[src/rtl/flag_ctrl_pkg.sv]
// Shared definitions for the flag-select mux controller.
// Holds the controller state encoding, mux select codes, the default flag
// width and the settle counter width.
package flag_ctrl_pkg;

    localparam int unsigned FLAG_W_DEF = 4;
    localparam int unsigned CNT_W      = 4;

    // Mux select codes: 0 routes unit A, 1 routes unit B.
    localparam logic SEL_A = 1'b0;
    localparam logic SEL_B = 1'b1;

    typedef enum logic [1:0] {
        ST_IDLE   = 2'd0,
        ST_SETTLE = 2'd1,
        ST_DONE   = 2'd2
    } state_t;

endpackage

[src/rtl/flag_mux_ctrl_rr_arb2.sv]
// Two-requester round-robin arbiter (purely combinational).
// Ports:
//   eff_a, eff_b  - effective requests from units A and B
//   last_grant    - source granted most recently (held by the caller)
//   grant_valid   - at least one request present
//   grant_id      - winning source (SEL_A / SEL_B)
module rr_arb2
    import flag_ctrl_pkg::*;
(
    input  logic eff_a,
    input  logic eff_b,
    input  logic last_grant,
    output logic grant_valid,
    output logic grant_id
);

    always_comb begin
        grant_valid = eff_a | eff_b;
        grant_id    = SEL_A;
        if (eff_a && eff_b) begin
            // Tie goes to whichever source was not served last.
            grant_id = ~last_grant;
        end else if (eff_b) begin
            grant_id = SEL_B;
        end
    end

endmodule

[src/rtl/flag_mux_ctrl.sv]
// Controller sharing one flag-select mux between arithmetic units A and B.
// Arbitrates round-robin, drives the registered mux select, waits SETTLE
// cycles, then captures the mux output (plain or sticky) and acknowledges
// the winning unit.
// Ports:
//   clk, reset         - clock, synchronous active-high reset
//   req_a, req_b       - single-cycle "flags valid" pulses from A / B
//   flags_mux          - flag mux output (combinational from sel)
//   clr_flags          - synchronous clear of flag_q
//   sel                - mux select (0 = A, 1 = B), registered
//   flag_q             - captured flags
//   flag_valid         - one-cycle pulse after each capture
//   ack_a, ack_b       - one-cycle acknowledges
//   busy               - controller not idle
//   overrun            - one-cycle pulse when a request is dropped
module flag_mux_ctrl
    import flag_ctrl_pkg::*;
#(
    parameter int unsigned FLAG_W = FLAG_W_DEF,
    parameter int unsigned SETTLE = 1,
    parameter bit          STICKY = 1'b0
) (
    input  logic              clk,
    input  logic              reset,
    input  logic              req_a,
    input  logic              req_b,
    input  logic [FLAG_W-1:0] flags_mux,
    input  logic              clr_flags,
    output logic              sel,
    output logic [FLAG_W-1:0] flag_q,
    output logic              flag_valid,
    output logic              ack_a,
    output logic              ack_b,
    output logic              busy,
    output logic              overrun
);

    localparam logic [CNT_W-1:0] CNT_INIT = CNT_W'(SETTLE - 1);

    state_t             state_q, state_d;
    logic [CNT_W-1:0]   cnt_q, cnt_d;
    logic               last_q, last_d;
    logic               pend_a_q, pend_a_d;
    logic               pend_b_q, pend_b_d;
    logic               sel_d;
    logic [FLAG_W-1:0]  flag_d;
    logic               valid_d, ack_a_d, ack_b_d, overrun_d;

    logic eff_a, eff_b;
    logic grant_valid, grant_id;
    logic settling, can_arb;
    logic drop_a, drop_b;
    logic granted_a, granted_b;

    assign eff_a = req_a | pend_a_q;
    assign eff_b = req_b | pend_b_q;

    rr_arb2 u_arb (
        .eff_a       (eff_a),
        .eff_b       (eff_b),
        .last_grant  (last_q),
        .grant_valid (grant_valid),
        .grant_id    (grant_id)
    );

    assign busy     = (state_q != ST_IDLE);
    assign settling = (state_q == ST_SETTLE);
    assign can_arb  = (state_q == ST_IDLE) || (state_q == ST_DONE);

    // A request is lost if one is already pending for that unit, or if that
    // unit is the one currently being settled/captured.
    assign drop_a = req_a && (pend_a_q || (settling && sel == SEL_A));
    assign drop_b = req_b && (pend_b_q || (settling && sel == SEL_B));

    assign granted_a = can_arb && grant_valid && (grant_id == SEL_A);
    assign granted_b = can_arb && grant_valid && (grant_id == SEL_B);

    always_comb begin
        state_d   = state_q;
        cnt_d     = cnt_q;
        last_d    = last_q;
        sel_d     = sel;
        flag_d    = flag_q;
        valid_d   = 1'b0;
        ack_a_d   = 1'b0;
        ack_b_d   = 1'b0;
        overrun_d = drop_a | drop_b;
        pend_a_d  = pend_a_q;
        pend_b_d  = pend_b_q;

        if (clr_flags) begin
            flag_d = '0;
        end

        if (req_a && !drop_a && !granted_a) pend_a_d = 1'b1;
        if (req_b && !drop_b && !granted_b) pend_b_d = 1'b1;

        case (state_q)
            ST_IDLE, ST_DONE: begin
                if (grant_valid) begin
                    sel_d   = grant_id;
                    last_d  = grant_id;
                    cnt_d   = CNT_INIT;
                    state_d = ST_SETTLE;
                end else begin
                    state_d = ST_IDLE;
                end
            end
            ST_SETTLE: begin
                if (cnt_q == '0) begin
                    // A coinciding clear wins over the sticky OR: the fresh
                    // capture replaces the old value outright.
                    if (STICKY && !clr_flags) begin
                        flag_d = flag_q | flags_mux;
                    end else begin
                        flag_d = flags_mux;
                    end
                    valid_d = 1'b1;
                    if (sel == SEL_A) begin
                        ack_a_d  = 1'b1;
                        pend_a_d = 1'b0;
                    end else begin
                        ack_b_d  = 1'b1;
                        pend_b_d = 1'b0;
                    end
                    state_d = ST_DONE;
                end else begin
                    cnt_d = cnt_q - 1'b1;
                end
            end
            default: begin
                state_d = ST_IDLE;
            end
        endcase
    end

    always_ff @(posedge clk) begin
        if (reset) begin
            state_q    <= ST_IDLE;
            cnt_q      <= '0;
            last_q     <= SEL_B;
            pend_a_q   <= 1'b0;
            pend_b_q   <= 1'b0;
            sel        <= SEL_A;
            flag_q     <= '0;
            flag_valid <= 1'b0;
            ack_a      <= 1'b0;
            ack_b      <= 1'b0;
            overrun    <= 1'b0;
        end else begin
            state_q    <= state_d;
            cnt_q      <= cnt_d;
            last_q     <= last_d;
            pend_a_q   <= pend_a_d;
            pend_b_q   <= pend_b_d;
            sel        <= sel_d;
            flag_q     <= flag_d;
            flag_valid <= valid_d;
            ack_a      <= ack_a_d;
            ack_b      <= ack_b_d;
            overrun    <= overrun_d;
        end
    end

endmodule

[config.mk]
export PLATFORM = sky130hd
export DESIGN_NAME = flag_mux_ctrl
export DESIGN_NICKNAME = d
export VERILOG_FILES = /design/src/rtl/flag_ctrl_pkg.sv /design/src/rtl/flag_mux_ctrl_rr_arb2.sv /design/src/rtl/flag_mux_ctrl.sv
export SDC_FILE = /design/constraint.sdc
export NUM_CORES = 1
export LEC_CHECK = 0
export ABC_AREA = 1
export CAP_MARGIN = 40
export CORE_AREA = 2 2 39 41
export CTS_CLUSTER_SIZE = 20
export DETAILED_ROUTE_END_ITERATION = 12
export DIE_AREA = 0 0 41 43
export DONT_BUFFER_PORTS = 1
export PLACE_DENSITY_LB_ADDON = 0.2
export RECOVER_POWER = 50
export SKIP_LAST_GASP = 1
export SLEW_MARGIN = 20
export SYNTH_ARGS = -nofsm -noshare
export SYNTH_HDL_FRONTEND = slang
export SYNTH_SLANG_ARGS = --single-unit
[constraint.sdc]
create_clock -name clk -period 3.31 [get_ports clk]
set_input_delay 0.662 -clock clk [delete_from_list [all_inputs] [get_ports clk]]
set_output_delay 0.662 -clock clk [all_outputs]
set_load 0.02 [all_outputs]
Figure 1. Cell classes on the final placement (run 1).
Scale bar: 10 um.
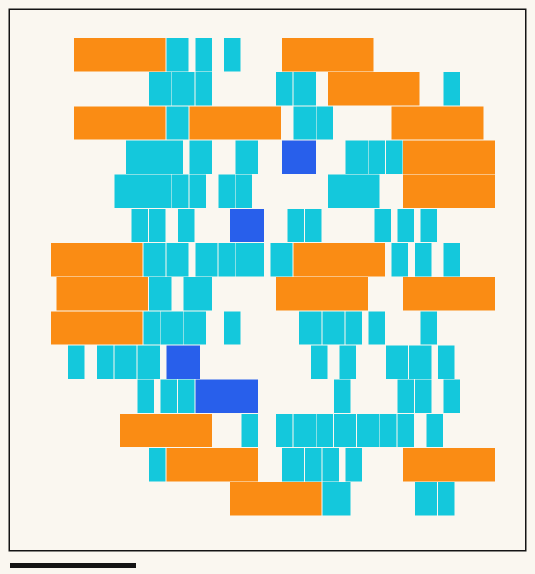
Key: orange = flops [cells 18]; blue = clock drivers and dummy loads [cells 4]; cyan = combinational and other logic [cells 85]
cell area after layout: 802 um^2
fraction of standard cell area that is sequential: 44.9%
utilization of the core after routing: 58.0%
cell row count: 14
total core area: 0.00138 mm^2

Figure 2. Clock nets (run 1).
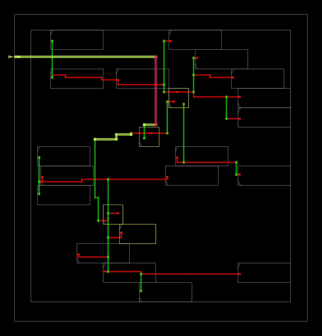
flip-flops: 18
clock insertion delay at the later pin of the skew report: 0.29 ns

Figure 3. Floorplan with the power grid (run 1).
Pins as bars on the die edge.
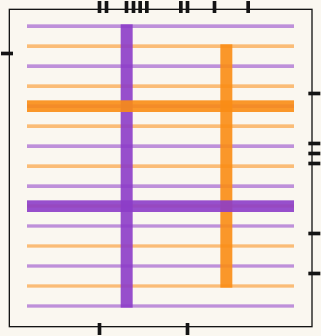
Key: orange = VDD; purple = VSS
2 straps on met4. 2 straps on met5.
Peak supply drop: 329 uV
horizontal die size: 41 um
Die Y-Extent: 43 um

==> ci_impl_report.md, run 1 <==
### Metrics collected by this job

| Metric | Value |
|---|---|
| Result of the run | `finished clean` |
| OpenROAD warnings | `27` |
| Setup repair bufs after CTS | `0` |
| Routed Wire Length | `1.34 mm` |
| Capture point of the worst path | `flag_q[3]` |
| Design Power | `546 uW` |
| Type of the worst setup path | `reg -> reg` |
| Signed area change from the synthesized netlist to the final layout | `3.55%` |
| Total congestion overflow | `0` |
| Number of max-capacitance violations reported | `0` |
| Initial DRC count | `0` |
| Buffer type at the clock tree root | `sky130_fd_sc_hd__clkbuf_4` |
| Share of synthesized cell area in and-or and or-and compound cells | `10.3%` |
| Hold-fix buffers, CTS | `0` |
| Worst slew slack as a fraction of its limit | `68.4%` |
| Drt drc | `0` |
| Transition time at the pin with the least slew margin | `0.472 ns` |
| Power density relative to cell area | `681 mW/mm^2` |
| Setup Viol. Count Final | `0` |
| Total standard cell area after synthesis | `approximately 770 um^2` |
| Final worst-path cycle share | `48.6%` |
| Top cell family by delay on the critical path | `simple AND/OR/NAND/NOR gates` |
| Length in cells of the worst reg-to-reg path | `8` |
| Clock input transition at the sequential cells of the worst setup and hold paths | `0.10 ns` |
| Crit path launch | `state_q[0]` |
| Largest registers | `cnt_q (4), flag_q (4), state_q (2)` |
| Min cycle time layout | `approximately 1.6 ns` |
[run 1: where the power goes]
part	switching, mW	internal [mW]
Combinational	0.0850	0.0423
Sequential	0.0360	0.249
Clock	0.0673	0.0670
[run 1: synthesized netlist by cell type]
cell	number	area (um^2)
sky130_fd_sc_hd__a21oi_1	8	40.0
sky130_fd_sc_hd__clkinv_2	1	5.00
sky130_fd_sc_hd__dfxtp_1	18	360
sky130_fd_sc_hd__ha_1	2	25.0
sky130_fd_sc_hd__inv_1	12	45.0
sky130_fd_sc_hd__inv_2	3	11.3
sky130_fd_sc_hd__nand2_1	25	93.8
sky130_fd_sc_hd__nand2_2	3	18.8
sky130_fd_sc_hd__nand2_4	1	11.3
sky130_fd_sc_hd__nand3_1	9	45.0
sky130_fd_sc_hd__nor2_1	8	30.0
sky130_fd_sc_hd__nor2_2	2	12.5
sky130_fd_sc_hd__nor2_4	1	11.3
sky130_fd_sc_hd__nor2_8	1	20.0
sky130_fd_sc_hd__nor3_1	1	5.00
sky130_fd_sc_hd__o21ai_0	4	20.0
sky130_fd_sc_hd__o21ai_1	4	20.0
[run 1: worst min path at each step]
stage,cells past startpoint,start,endpoint
floorplan,2,last_q,last_q
global placement,2,last_q,last_q
detailed placement,2,last_q,last_q
CTS,1,reset,overrun
global route,1,reset,overrun
finish,1,reset,overrun
[run 1: layer usage]
| layer | vias to the layer above | wire (um) | global-route usage, % |
|---|---|---|---|
| met5 | - | 0 | 0 |
| met4 | 0 | 9 | 8.00 |
| met3 | 2 | 54 | 6.81 |
| met2 | 9 | 646 | 27.8 |
| met1 | 271 | 624 | 23.1 |
| li1 | 330 | - | - |
[run 1: layout make-up]
cell class	count	area [um^2]
fill	139	582
sequential	18	360
tap	16	20.0
clock buffer	4	36.3
inverter	16	61.3
multi-input combinational	69	324
==> run 2: changes to the inputs <==
--- a/config.mk
+++ b/config.mk
@@ -7,10 +7,10 @@
 export LEC_CHECK = 0
 export ABC_AREA = 1
 export CAP_MARGIN = 40
-export CORE_AREA = 2 2 39 41
+export CORE_AREA = 2 2 42 44
 export CTS_CLUSTER_SIZE = 20
 export DETAILED_ROUTE_END_ITERATION = 12
-export DIE_AREA = 0 0 41 43
+export DIE_AREA = 0 0 44 46
 export DONT_BUFFER_PORTS = 1
 export PLACE_DENSITY_LB_ADDON = 0.2
 export RECOVER_POWER = 50
==> constraint.sdc (replaced) <==
create_clock -name clk -period 1.4 [get_ports clk]
set_input_delay 0.28 -clock clk [delete_from_list [all_inputs] [get_ports clk]]
set_output_delay 0.28 -clock clk [all_outputs]
set_load 0.02 [all_outputs]
Figure 4. Routed clock nets over the placement (run 2).
Scale bar: 10 um.
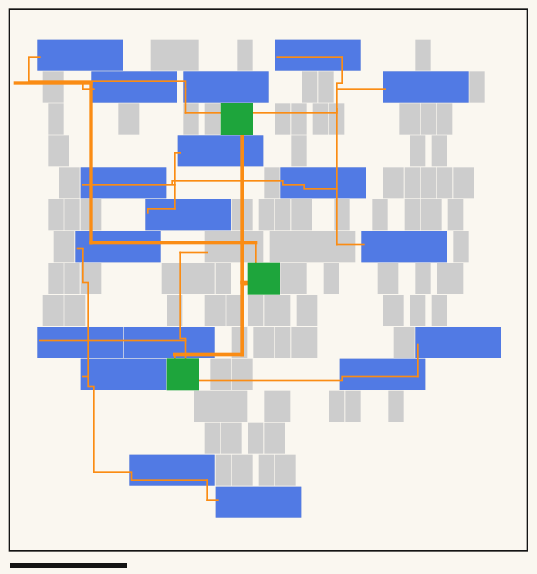
Key: green = clock drivers [count 3]; blue = flip-flops [count 18]; orange = clock wires [length 242 um]
There are 4 routed clock nets.
clock insertion delay at the later pin of the skew report: 0.30 ns
relative contribution of the clock network to total power: 24.1%
setup clock skew after layout: 0.00531 ns
power dissipated in the clock network: 326 uW

==> run 2 against run 1 <==
Critical path depth is the same. Count of clock-buffer cells in the layout is the same. Largest power group unchanged. Global-route usage shrank 3.0 points. Sequential share of layout area shrank 1.1 points. Area after synthesis is the same. Core utilization shrank 6.8 points. Critical endpoint is now cnt_q[2]. Non-clock buffer count is the same. Final cell count grew 0.81%. Critical path type unchanged.
==> ci_impl_report.md, run 2 <==
### Metrics collected by this job

| Metric | Value |
|---|---|
| Signed area change from the synthesized netlist to the final layout | `6.62%` |
| Drt drc | `0` |
| Total congestion overflow | `0` |
| Commonest flop | `sky130_fd_sc_hd__dfxtp_1` |
| Number of max-capacitance violations reported | `0` |
| Power density relative to cell area | `roughly 1600 mW/mm^2` |
| Final worst-path cycle share | `between 90% and 100%` |
| Total core area | `0.00161 mm^2` |
| Cell row count | `15` |
| Buffer type at the clock tree root | `sky130_fd_sc_hd__clkbuf_4` |
| Length in cells of the worst reg-to-reg path | `8` |
| Cell type contributing the most total cell area after synthesis | `sky130_fd_sc_hd__dfxtp_1` |
| Top area contributor share | `46.5%` |
| Peak supply drop | `987 uV` |
| Die Y-Extent | `46 um` |
| Post-synthesis async set-or-reset flop share | `0%` |
| Clock input transition at the sequential cells of the worst setup and hold paths | `0.11 ns` |
| Main area contributors after synthesis | `sky130_fd_sc_hd__dfxtp_1 (47%), sky130_fd_sc_hd__nand2_1 (12%), sky130_fd_sc_hd__nand3_1 (5.8%), sky130_fd_sc_hd__inv_1 (5.8%), sky130_fd_sc_hd__a21oi_1 (5.2%)` |
| Total standard cell area after synthesis | `774 um^2` |
| Min cycle time layout | `1.26 ns` |
| Top cell family by delay on the critical path | `simple AND/OR/NAND/NOR gates` |
| Number of instances on the worst hold path | `1` |
| Setup Viol. Count Final | `0` |
| Result of the run | `finished clean` |
-- run 2: cell counts after synthesis --
No cell type changed its count.
-- run 2: cell type report --
class / instances / area (um^2)
clock buffer: 4 / 36.3
fill: 168 / 788
inverter: 16 / 61.3
multi-input combinational: 69 / 345
sequential: 18 / 362
tap: 17 / 21.3
-- run 2: per-stage QoR --
stage / area [um^2] / utilization [%] / hold slack, ns
CTS: 832 / 51.6 / 0.0274
global route: 826 / 51.2 / 0.0204
global placement: 796 / 49.3 / 0.354
finish: 826 / 51.2 / 0.0323
detailed placement: 796 / 49.3 / 0.352
floorplan: 774 / - / 0.349
-- run 2: cells by family (layout without fill, tap and decap cells) --
| kind of cell | count (synthesis) | count (layout) | share of synthesized area (%) |
|---|---|---|---|
| adders and majority gates | 2 | 2 | 3.23 |
| AOI/OAI and AO/OA | 16 | 16 | 10.3 |
| and+or+nand+nor | 51 | 51 | 32.0 |
| buffers and inverters | 16 | 20 | 7.91 |
| DFF | 18 | 18 | 46.5 |
-- run 2: final timing paths --
kind,startpoint,to,slack (ns)
max,cnt_q[1],cnt_q[2],0.14
min,reset,sel,0.03
max reg2reg,cnt_q[1],cnt_q[2],0.14
min reg2reg,cnt_q[0],cnt_q[0],0.46
-- run 2: report_power, final --
part | leakage (nW) | switching [mW] | internal, mW
Clock | 0.0210 | 0.168 | 0.159
Combinational | 0.224 | 0.235 | 0.118
Sequential | 0.148 | 0.0869 | 0.589
Total | 0.393 | 0.489 | 0.866
-- run 2: repair_timing --
action	CTS	global route
setup buffers	0	0
setup endpoints to repair	0	1
resized	0	1
-- run 2: metal layers --
metal  global-route usage (%)  share of wire, %
met2                     22.9                44
met5                        0                 0
met1                     19.7                48
met4                     9.09               2.4
met3                     5.56               6.2
Power and IR drop assume default switching activity.
